### config.mk
export PLATFORM = sky130hd
export DESIGN_NAME = relax_osc_freq_meter_flat
export DESIGN_NICKNAME = d
export VERILOG_FILES = /design/src/rtl/relax_osc_freq_meter_if.sv /design/src/rtl/relax_osc_freq_meter.sv /design/src/flat_wrapper.sv
export SDC_FILE = /design/constraint.sdc
export NUM_CORES = 1
export LEC_CHECK = 0
export ABC_AREA = 1
export CAP_MARGIN = 10
export CORE_MARGIN = 5
export CORE_UTILIZATION = 30
export DETAILED_ROUTE_END_ITERATION = 6
export PLACE_DENSITY_LB_ADDON = 0.12
export SETUP_SLACK_MARGIN = 0.05
export SYNTH_ARGS = -nofsm -noshare
export SYNTH_HDL_FRONTEND = slang
export SYNTH_SLANG_ARGS = --single-unit
### constraint.sdc
create_clock -name clk -period 2.1 [get_ports clk]
set_clock_uncertainty 0.15 [all_clocks]
set_input_delay 0.525 -clock clk [delete_from_list [all_inputs] [get_ports clk]]
set_output_delay 0.525 -clock clk [all_outputs]
set_load 0.005 [all_outputs]
### src/rtl/relax_osc_freq_meter_if.sv
// Control and readout bundle between the project top level and the relaxation
// oscillator frequency meter.
interface relax_osc_freq_meter_if;
  logic       ena;
  logic       start;
  logic       continuous;
  logic [2:0] gate_sel;
  logic [1:0] byte_sel;
  logic       busy;
  logic       done;
  logic [7:0] data_out;

  modport master (
    output ena, start, continuous, gate_sel, byte_sel,
    input  busy, done, data_out
  );

  modport slave (
    input  ena, start, continuous, gate_sel, byte_sel,
    output busy, done, data_out
  );
endinterface

### src/rtl/relax_osc_freq_meter.sv
// Sequences a relaxation oscillator (enable, settle, gated edge count) and
// presents the latched count and status byte-wise.
module relax_osc_freq_meter #(
  parameter int CNT_W         = 16,
  parameter int SETTLE_CYCLES = 256
) (
  input  logic                  clk,
  input  logic                  rst_n,
  input  logic                  osc_in,
  output logic                  osc_en,
  relax_osc_freq_meter_if.slave bus
);

  localparam int                SET_W       = (SETTLE_CYCLES > 1) ? $clog2(SETTLE_CYCLES) : 1;
  localparam logic [SET_W-1:0]  SETTLE_LOAD = SET_W'(SETTLE_CYCLES - 1);
  localparam logic [CNT_W-1:0]  CNT_MAX     = '1;

  typedef enum logic [1:0] {IDLE, SETTLE, GATE, LATCH} state_t;

  state_t           state, state_nxt;
  logic             s1, s2, s3, edge_stb;
  logic [SET_W-1:0] settle_cnt;
  logic [14:0]      gate_cnt, gate_load;
  logic [2:0]       gate_reg;
  logic [CNT_W-1:0] edge_cnt, edge_nxt, result;
  logic             ovf_acc, ovf_nxt, overflow, valid, busy, done;
  logic             gate_entry, gate_last;
  logic [7:0]       data_out;

  // osc_in is asynchronous: two synchroniser flops plus a delay flop for edge detection
  always_ff @(posedge clk or negedge rst_n) begin
    if (!rst_n) begin
      s1 <= 1'b0;
      s2 <= 1'b0;
      s3 <= 1'b0;
    end else begin
      s1 <= osc_in;
      s2 <= s1;
      s3 <= s2;
    end
  end

  assign edge_stb  = s2 & ~s3;
  assign gate_load = 15'((16'd1 << ({1'b0, bus.gate_sel} + 4'd8)) - 16'd1);

  always_comb begin
    edge_nxt = edge_cnt;
    ovf_nxt  = ovf_acc;
    if (edge_stb) begin
      if (edge_cnt == CNT_MAX) ovf_nxt  = 1'b1;
      else                     edge_nxt = edge_cnt + CNT_W'(1);
    end
  end

  always_comb begin
    state_nxt = state;
    case (state)
      IDLE:    if (bus.start) state_nxt = SETTLE;
      SETTLE:  if (settle_cnt == '0) state_nxt = GATE;
      GATE:    if (gate_cnt == '0) state_nxt = LATCH;
      LATCH:   state_nxt = bus.continuous ? GATE : IDLE;
      default: state_nxt = IDLE;
    endcase
    if (!bus.ena) state_nxt = IDLE;
  end

  assign gate_entry = (state_nxt == GATE) && (state != GATE);
  assign gate_last  = (state == GATE) && (state_nxt == LATCH);

  always_ff @(posedge clk or negedge rst_n) begin
    if (!rst_n) begin
      state  <= IDLE;
      busy   <= 1'b0;
      osc_en <= 1'b0;
      done   <= 1'b0;
    end else begin
      state  <= state_nxt;
      busy   <= (state_nxt != IDLE);
      osc_en <= (state_nxt != IDLE);
      done   <= gate_last;
    end
  end

  always_ff @(posedge clk or negedge rst_n) begin
    if (!rst_n) begin
      settle_cnt <= '0;
      gate_cnt   <= '0;
      gate_reg   <= '0;
      edge_cnt   <= '0;
      ovf_acc    <= 1'b0;
    end else begin
      if (state == IDLE && state_nxt == SETTLE) settle_cnt <= SETTLE_LOAD;
      else if (state == SETTLE && settle_cnt != '0) settle_cnt <= settle_cnt - SET_W'(1);

      if (gate_entry) begin
        gate_reg <= bus.gate_sel;
        gate_cnt <= gate_load;
        edge_cnt <= '0;
        ovf_acc  <= 1'b0;
      end else if (state == GATE) begin
        if (gate_cnt != '0) gate_cnt <= gate_cnt - 15'd1;
        edge_cnt <= edge_nxt;
        ovf_acc  <= ovf_nxt;
      end
    end
  end

  // The final gate cycle's edge is folded in so result is visible together with done
  always_ff @(posedge clk or negedge rst_n) begin
    if (!rst_n) begin
      result   <= '0;
      overflow <= 1'b0;
      valid    <= 1'b0;
    end else if (gate_last) begin
      result   <= edge_nxt;
      overflow <= ovf_nxt;
      valid    <= 1'b1;
    end
  end

  always_comb begin
    data_out = 8'h00;
    case (bus.byte_sel)
      2'd0:    data_out = result[7:0];
      2'd1:    data_out = 8'(result >> 8);
      2'd2:    data_out = {overflow, busy, valid, osc_en, 1'b0, gate_reg};
      default: data_out = 8'h00;
    endcase
  end

  assign bus.busy     = busy;
  assign bus.done     = done;
  assign bus.data_out = data_out;

endmodule

### src/flat_wrapper.sv
// flat-port wrapper written by rule: the top's interface ports become plain ports
module relax_osc_freq_meter_flat 
#(
  parameter int CNT_W         = 16,
  parameter int SETTLE_CYCLES = 256
)
  (clk, rst_n, osc_in, osc_en, bus_ena, bus_start, bus_continuous, bus_gate_sel, bus_byte_sel, bus_busy, bus_done, bus_data_out);
  relax_osc_freq_meter_if bus_i ();
  input  logic clk;
  input  logic rst_n;
  input  logic osc_in;
  output logic osc_en;
  input wire logic [$bits(bus_i.ena)-1:0] bus_ena;
  input wire logic [$bits(bus_i.start)-1:0] bus_start;
  input wire logic [$bits(bus_i.continuous)-1:0] bus_continuous;
  input wire logic [$bits(bus_i.gate_sel)-1:0] bus_gate_sel;
  input wire logic [$bits(bus_i.byte_sel)-1:0] bus_byte_sel;
  output wire logic [$bits(bus_i.busy)-1:0] bus_busy;
  output wire logic [$bits(bus_i.done)-1:0] bus_done;
  output wire logic [$bits(bus_i.data_out)-1:0] bus_data_out;
  assign bus_i.ena = bus_ena;
  assign bus_i.start = bus_start;
  assign bus_i.continuous = bus_continuous;
  assign bus_i.gate_sel = bus_gate_sel;
  assign bus_i.byte_sel = bus_byte_sel;
  assign bus_busy = bus_i.busy;
  assign bus_done = bus_i.done;
  assign bus_data_out = bus_i.data_out;
  relax_osc_freq_meter #(.CNT_W(CNT_W), .SETTLE_CYCLES(SETTLE_CYCLES)) u_core (.clk(clk), .rst_n(rst_n), .osc_in(osc_in), .osc_en(osc_en), .bus(bus_i));
endmodule
Fig. 1: run 1, placement by cell class
Fill, decap, tap and diode cells in grey.
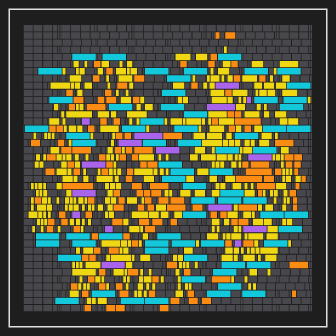
clock drivers and dummy loads -> purple  # cells 16
other buffers and delay cells -> orange  # cells 142
all other logic -> yellow  # cells 375
flip-flops -> cyan  # cells 68
fraction of area in registers: 27.4%
final core utilization: 52.1%

Fig. 2: run 1, I/O nets highlighted
The bar under the picture is 20 µm long.
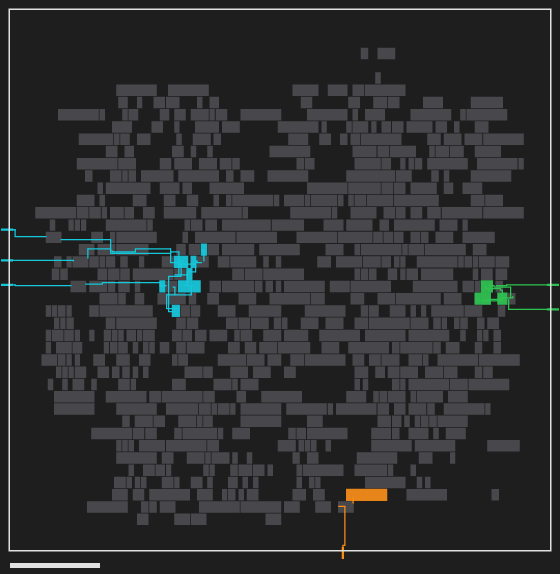
bus_byte_sel -> green  # bits 2, direction input, end cells 5, buffers 2, wire 49.5 µm
osc_in -> orange  # bits 1, direction input, end cells 1, buffers 1, wire 12.5 µm
bus_gate_sel -> cyan  # bits 3, direction input, end cells 10, buffers 6, wire 168 µm
number of buffer cells added on primary ports: 21
boundary pin count: 22

Fig. 3: run 1, sizing map
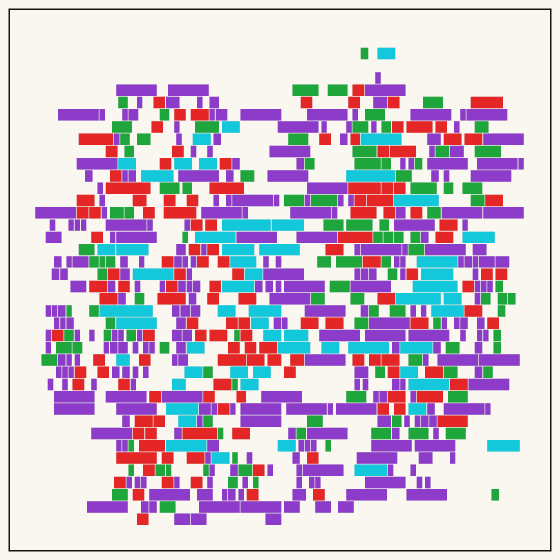
drive 3 to 4 -> red  # cells 135, share 22%
drive 2 -> green  # cells 110, share 18%
drive 1 or less -> purple  # cells 300, share 50%
drive 6 and up -> cyan  # cells 56, share 9.3%
setup slack after layout: -0.185 ns
Non-clock buffers: 142
Layout Area Growth over Synthesis: 71.6%
final standard cell area without fillers: 6210 µm²

Fig. 4: run 1, metal layers overlaid
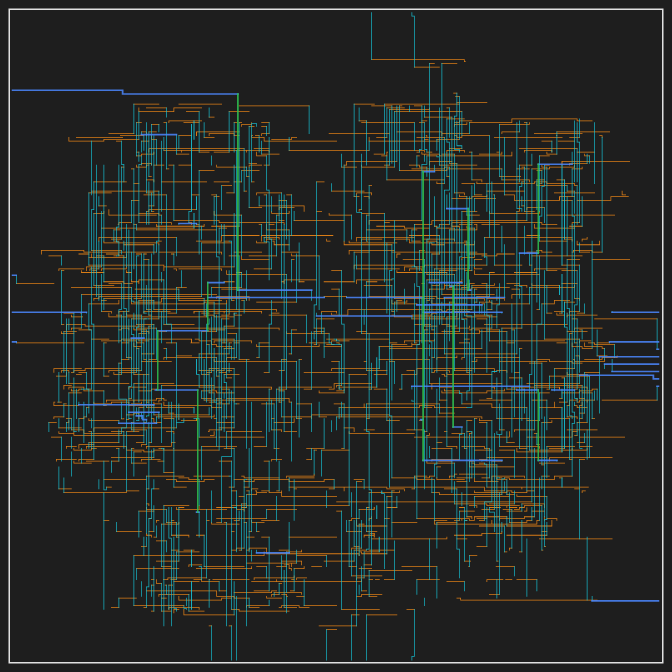
met3 -> blue  # wire length 374 µm
met4 -> green  # wire length 201 µm
met2 -> cyan  # wire length 5620 µm
met1 -> orange  # wire length 4940 µm
total track usage: 16.0%
post-detailed-routing wire length: 11.1 mm
wire length per cell after detailed routing: 14.9 µm
vias: 3589

==> design notes, run 1 <==
The run gives 14400 µm² as the floorplan die area. The run finished, with violations left. Leaving out the clock tree, the finished layout contains an inverter count of 63.

The run gives 0 as the synthesis warning total. Per the final report, the share of cell area in non-clock buffers is 22.6%. The number of global-route vias before repair came out at 3647. The main area contributors are dfrtp_1 47%, nand2_1 12%, inv_1 5.2%. The number of tap instances was 147. The final reports fail on setup timing.

Pins over their slew limit in the final report were tallied at 0. The layout has 9 clock buffers. In this run the tightest slew margin relative to its limit is 66.2%. In this run the tools logged warnings totalling 29. The area taken by sequential standard cells is reported as 1700 µm². After detailed placement, the design holds a cell count of 691.

The run gives 11900 µm² as the core area. By count the netlist is led by 118 x nand2_1, 68 x dfrtp_1, 50 x inv_1. Per the timing report, the most critical flop-to-flop path originates at u_core.settle_cnt[0]. The fraction of the yosys area taken by sequential cells is 47.0%.

With the post-synthesis net count at 466, the hold-fix buffer count after cts is 0. The registers reported with the highest flop counts are u_core.edge_cnt (16), u_core.result (16), u_core.gate_cnt (15). Per the log, the first TritonRoute iteration ended with a DRC count of 175. The cell sequence reported for the critical path is inv_2, ha_4, nand2_2, nor2_1, nand2_1, o21bai_1, nand2_2, nand2_4, buf_6, nand4_1, nand2_2, buf_4, a21oi_1, o21ai_2, o21ai_1. Hold timing on the final database bottoms out at a slack of 0.00245 ns.

The run gives 48 for the final tally of setup violations. For reference, full adder, half adder and majority cells occupy 0.692% of the area reported after synthesis. The report counts max-capacitance violations totalling 0. The width of the chip is 120 µm, and the synthesis area per yosys is 3620 µm².

The logs give 0 for the residual overflow from global routing and 0.513 mV for the peak supply drop. The number of clock buffers added by TritonCTS is 9. Once detail routing completed, the nets flagged for antenna violations numbered 0.

The flow reported a cell area power density of 966 nW/µm². Dividing the synthesized area by the synthesized cell count gives 7.99 µm². The flop count is 68, and the share of the cycle needed by the critical path after routing is 109%. CTS sink count: 68. In the final report, the number of hold violations comes to 0.

The number of logic stages on the critical path including buffering came out at 15. The tools report the total DRC errors in the routed layout as 0. The end of the critical path was u_core.gate_cnt[9]. In this run the cell area measured after placement is 4600 µm². The final worst slack came out at -0.185 ns. In this run, synthesis produced a sequential element count of 68.

TritonCTS built the clock tree. The fraction of the core area occupied by cells at floorplan was 30.4%. The data arrival time of the worst path was 2.36 ns.

The biggest slice of the area belongs to logic gates. The timing report notes that buffer and inverter cells on the critical path total 3. Looking at the clock tree report, the root buffer type is clkbuf_16.

The run gives 0.00286 µW for the cell leakage power. The number of gates resized after CTS was 162. As reported, the later end of the worst-skew pair has a clock insertion delay of 0.34 ns. The area fraction in mux cells was 0%; the number of buffers inserted by post-CTS setup repair was 101.

The biggest area contributor in the post-synthesis netlist is dfrtp_1. For the number of multi-input combinational cells in the layout, the log shows 312. Per the STA report, the cell with the highest stage delay on the worst path is dfrtp_1. The antenna diode count was 0. The sum of internal, switching and leakage power is 6000 µW. For this run, the detailed router reports a per-instance via density of 4.80. The clock-pin slew on the worst setup and hold paths works out to 0.06 ns. Number of detailed-route iterations in the first pass: 4. After synthesis, the largest family of logic cells by area is simple AND/OR/NAND/NOR gates. The most frequent cell on the critical path is nand2_2. Area fraction in compound gates: 12.0%. Row generation in the floorplan step produced 40 rows. The tools report the estimated wirelength of the detail-placed design as 6.87 mm. In this design, the stage delay of the slowest critical-path cell is 0.38 ns.

Critical path class: reg -> reg. The most instantiated flip-flop cell in the synthesis netlist is dfrtp_1. The height of the chip works out to 120 µm.

The type of the worst min-delay path is in -> async. The combined area of the multi-input logic cells was 2330 µm². The setup slack of the worst register-to-register path is -0.18 ns, and the maximum clock insertion buffer count is 2. The area share of xor/xnor cells in the synthesized design came out at 3.63%. The proportion of cell area occupied by multi-input gates was 37.5%; the number of H-tree branching levels was 3. The placement summary gives the final routability congestion estimate as 0.793. Async set-reset flop share out of synthesis: 100%. The run gives 28.2% for the fraction of the mapped netlist area in simple logic gates. The cell with the most instances after synthesis was nand2_1. The fraction of synthesized cell area taken by the top area cell type was 47.0%. The tools report the type of element capturing the critical path as a flip-flop. Setup repair after global routing could not meet its margin everywhere.
## run 1: layout by cell type, fill, tap and decap left out, drive strengths merged, types with 10 or more instances in the layout
cell type / netlist / final
buf: 6 / 128
nand2: 125 / 125
dfrtp: 68 / 68
inv: 61 / 62
nor2: 41 / 41
o21ai: 38 / 38
nand3: 28 / 29
o22ai: 18 / 18
nor3: 16 / 16
xor2: 15 / 15
nand4: 10 / 10
clkdlybuf4s50: 0 / 10
clkbuf: 6 / 10
## run 1: per-layer routing
metal	vias up	wire length, µm	track usage (%)
met2	61	5620	27.9
met1	1736	4940	19.9
met5	-	0	0
met3	22	373	3.39
met4	0	201	4.87
li1	1770	-	-
## run 1: power breakdown
group          switching (µW)  leakage, µW  total, µW  internal, µW
clock                     625     0.000156       1670          1050
combinational            1210      0.00184       2390          1190
sequential                280     0.000861       1930          1650
Fig. 5: run 1, cell placement
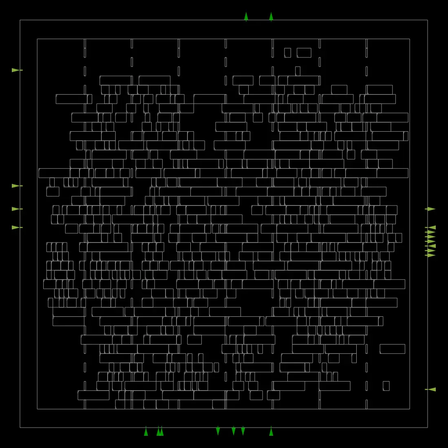

==> inputs of run 2 (changes only) <==
Settings changed: PLACE_DENSITY set to 0.51, PLACE_DENSITY_LB_ADDON 0.12 to not set.
Fig. 6: run 2, cell placement
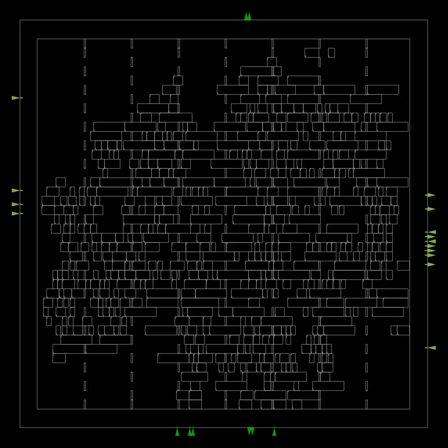
Std-Cell Core Area: 11900 µm²
non-filler instance count after layout: 735
final core utilization: 46.7%
count of flip-flops and latches: 68
number of core rows: 40

Fig. 7: run 2, I/O nets highlighted
The bar under the picture is 20 µm long.
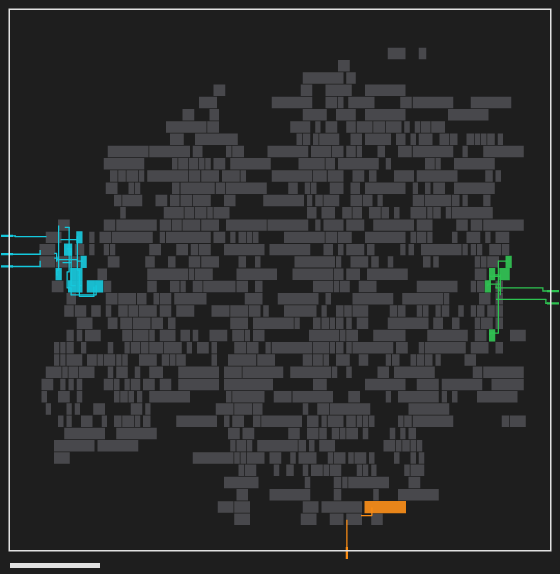
bus_gate_sel -> cyan  # bits 3, direction input, end cells 10, buffers 5, wire 104 µm
bus_byte_sel -> green  # bits 2, direction input, end cells 5, buffers 2, wire 56.8 µm
osc_in -> orange  # bits 1, direction input, end cells 1, buffers 1, wire 10.3 µm

==> run 2 against run 1 <==
The flow still finishes with violations (setup timing). Largest cell class unchanged. Global-route usage fell by 1.9 points. Sequential share of layout area rose by 3.2 points. Cell count fell by 1.7%. Sequential power fell by 3%. Via count fell by 4.1%. Worst hold slack improved by 0.22 ns. Critical endpoint is now u_core.gate_cnt[13]. Combinational power fell by about 10%. Wire length fell by 13%. Die size did not move.
==> design notes, run 2 <==
Most instantiated flip-flop cell in the synthesis netlist: dfrtp_1. The run gives 120 µm for the height of the chip. For the final-report max-slew violation count, the log shows 0.

The timing report gives the biggest stage delay along the critical path as 0.39 ns. The most frequent cell on the critical path is nand2_2. Setup repair after global routing could not meet its margin everywhere. The area recorded from the Yosys report for this design is 3620 µm².

met2 track demand over resource after global routing is 23.7%. With the OpenROAD warning count at 29, the number of multi-input combinational cells in the layout is 312. Looking at area per cell type in the netlist, the leader is dfrtp_1. The worst path uses 112% of the clock period.

The critical path class was reg -> reg. Counting the clock-network buffers in the layout gives 11. The run gives 4 for the number of detailed-route iterations in the first pass. The routed layout has 3442 vias.

The type of element capturing the critical path was a flip-flop. Clock latency on the worst-skew pair, taken at its later pin, is 0.33 ns. The checks that failed: setup timing. The run gives 13.1 µm for the routed wirelength normalized by instance count. After routing the design area is 5560 µm². For this run, the final setup violation count is recorded as 46. In the routed layout, each cell is associated on average with a via count of 4.68. The clock passes through at most 2 buffers. The number of input and output port buffers inserted is 21. Leaving out fill and tap cells, the most frequent cells in the layout are 93 x nand2_1, 88 x buf_4, 68 x dfrtp_1.

The tools report the floorplan die area as 14400 µm². The worst hold path belongs to the class reg -> reg. The logs give 18.0% for the met1 track demand over resource in global routing and 4590 µm² for the cell area reported after detailed placement.

The number of nets in the synthesized netlist is 466. The tools report the synthesis warning total as 0. In the post-route report, total wirelength is listed as 9.64 mm. For this run the top cell type by instance count after synthesis was nand2_1.

The run gives 3.39% for the met3 capacity usage during global routing. Counting the inverters off the clock network in the layout gives 62. Among logic cells in the layout, the one with the most instances is nand2_1. Signal nets in the final route climb as high as met4. The final worst slack is -0.242 ns, and the post-synthesis to final-layout area growth is 53.8%. The final estimated routing congestion in global placement is 0.811, and the fraction of the yosys area taken by sequential cells is 47.0%. The flip-flop and latch share of the layout cell area works out to 30.6%.

After layout, the design draws a total of 5520 µW. The top-level port count is 22. The library cell contributing the largest single delay on the critical path was dfrtp_1.

For the number of buffers inserted by post-CTS setup repair, the log shows 16. Total DRC errors in the routed layout: 0. The clock tree synthesis step divided the H-tree into 3 levels.

The capture point of the critical path was reported as u_core.gate_cnt[13]. The flow ran to the end, but the final reports show violations. CTS placed an instance of clkbuf_16 at the clock tree root.

The power per cell area was 992 nW/µm²; the net switching fraction of the power was 34.2%. Leaving out buffers and inverters, the combinational logic in the layout accounts for 2020 µm². The area taken by sequential standard cells is reported as 1700 µm².

For the data arrival time of the worst path, the log shows 2.41 ns. The width of the chip came out at 120 µm. The most heavily used metal layer in global routing is met2.
==> run 2: cell counts after synthesis <==
Identical to the previous run, type by type.
==> run 2: power by group through the flow <==
stage / Sequential (µW) / Combinational [µW] / Clock, µW
2_1_floorplan: 1840 / 937 / 0
3_3_place_gp: 1870 / 1700 / 0
3_5_place_dp: 1880 / 1730 / 0
4_1_cts: 1870 / 1910 / 1560
5_1_grt: 1920 / 2370 / 1620
6_report: 1880 / 2140 / 1500
==> run 2: logic make-up after synthesis <==
family	after synthesis	share of synthesized area, %
AND/OR/NAND/NOR	225	28.2
buffers and inverters	74	8.47
AND-OR/OR-AND	69	12.0
flip-flops	68	47.0
XOR/XNOR	15	3.63
adder cells (fa/ha/maj)	2	0.692
Power is estimated from default activity; no workload was simulated.
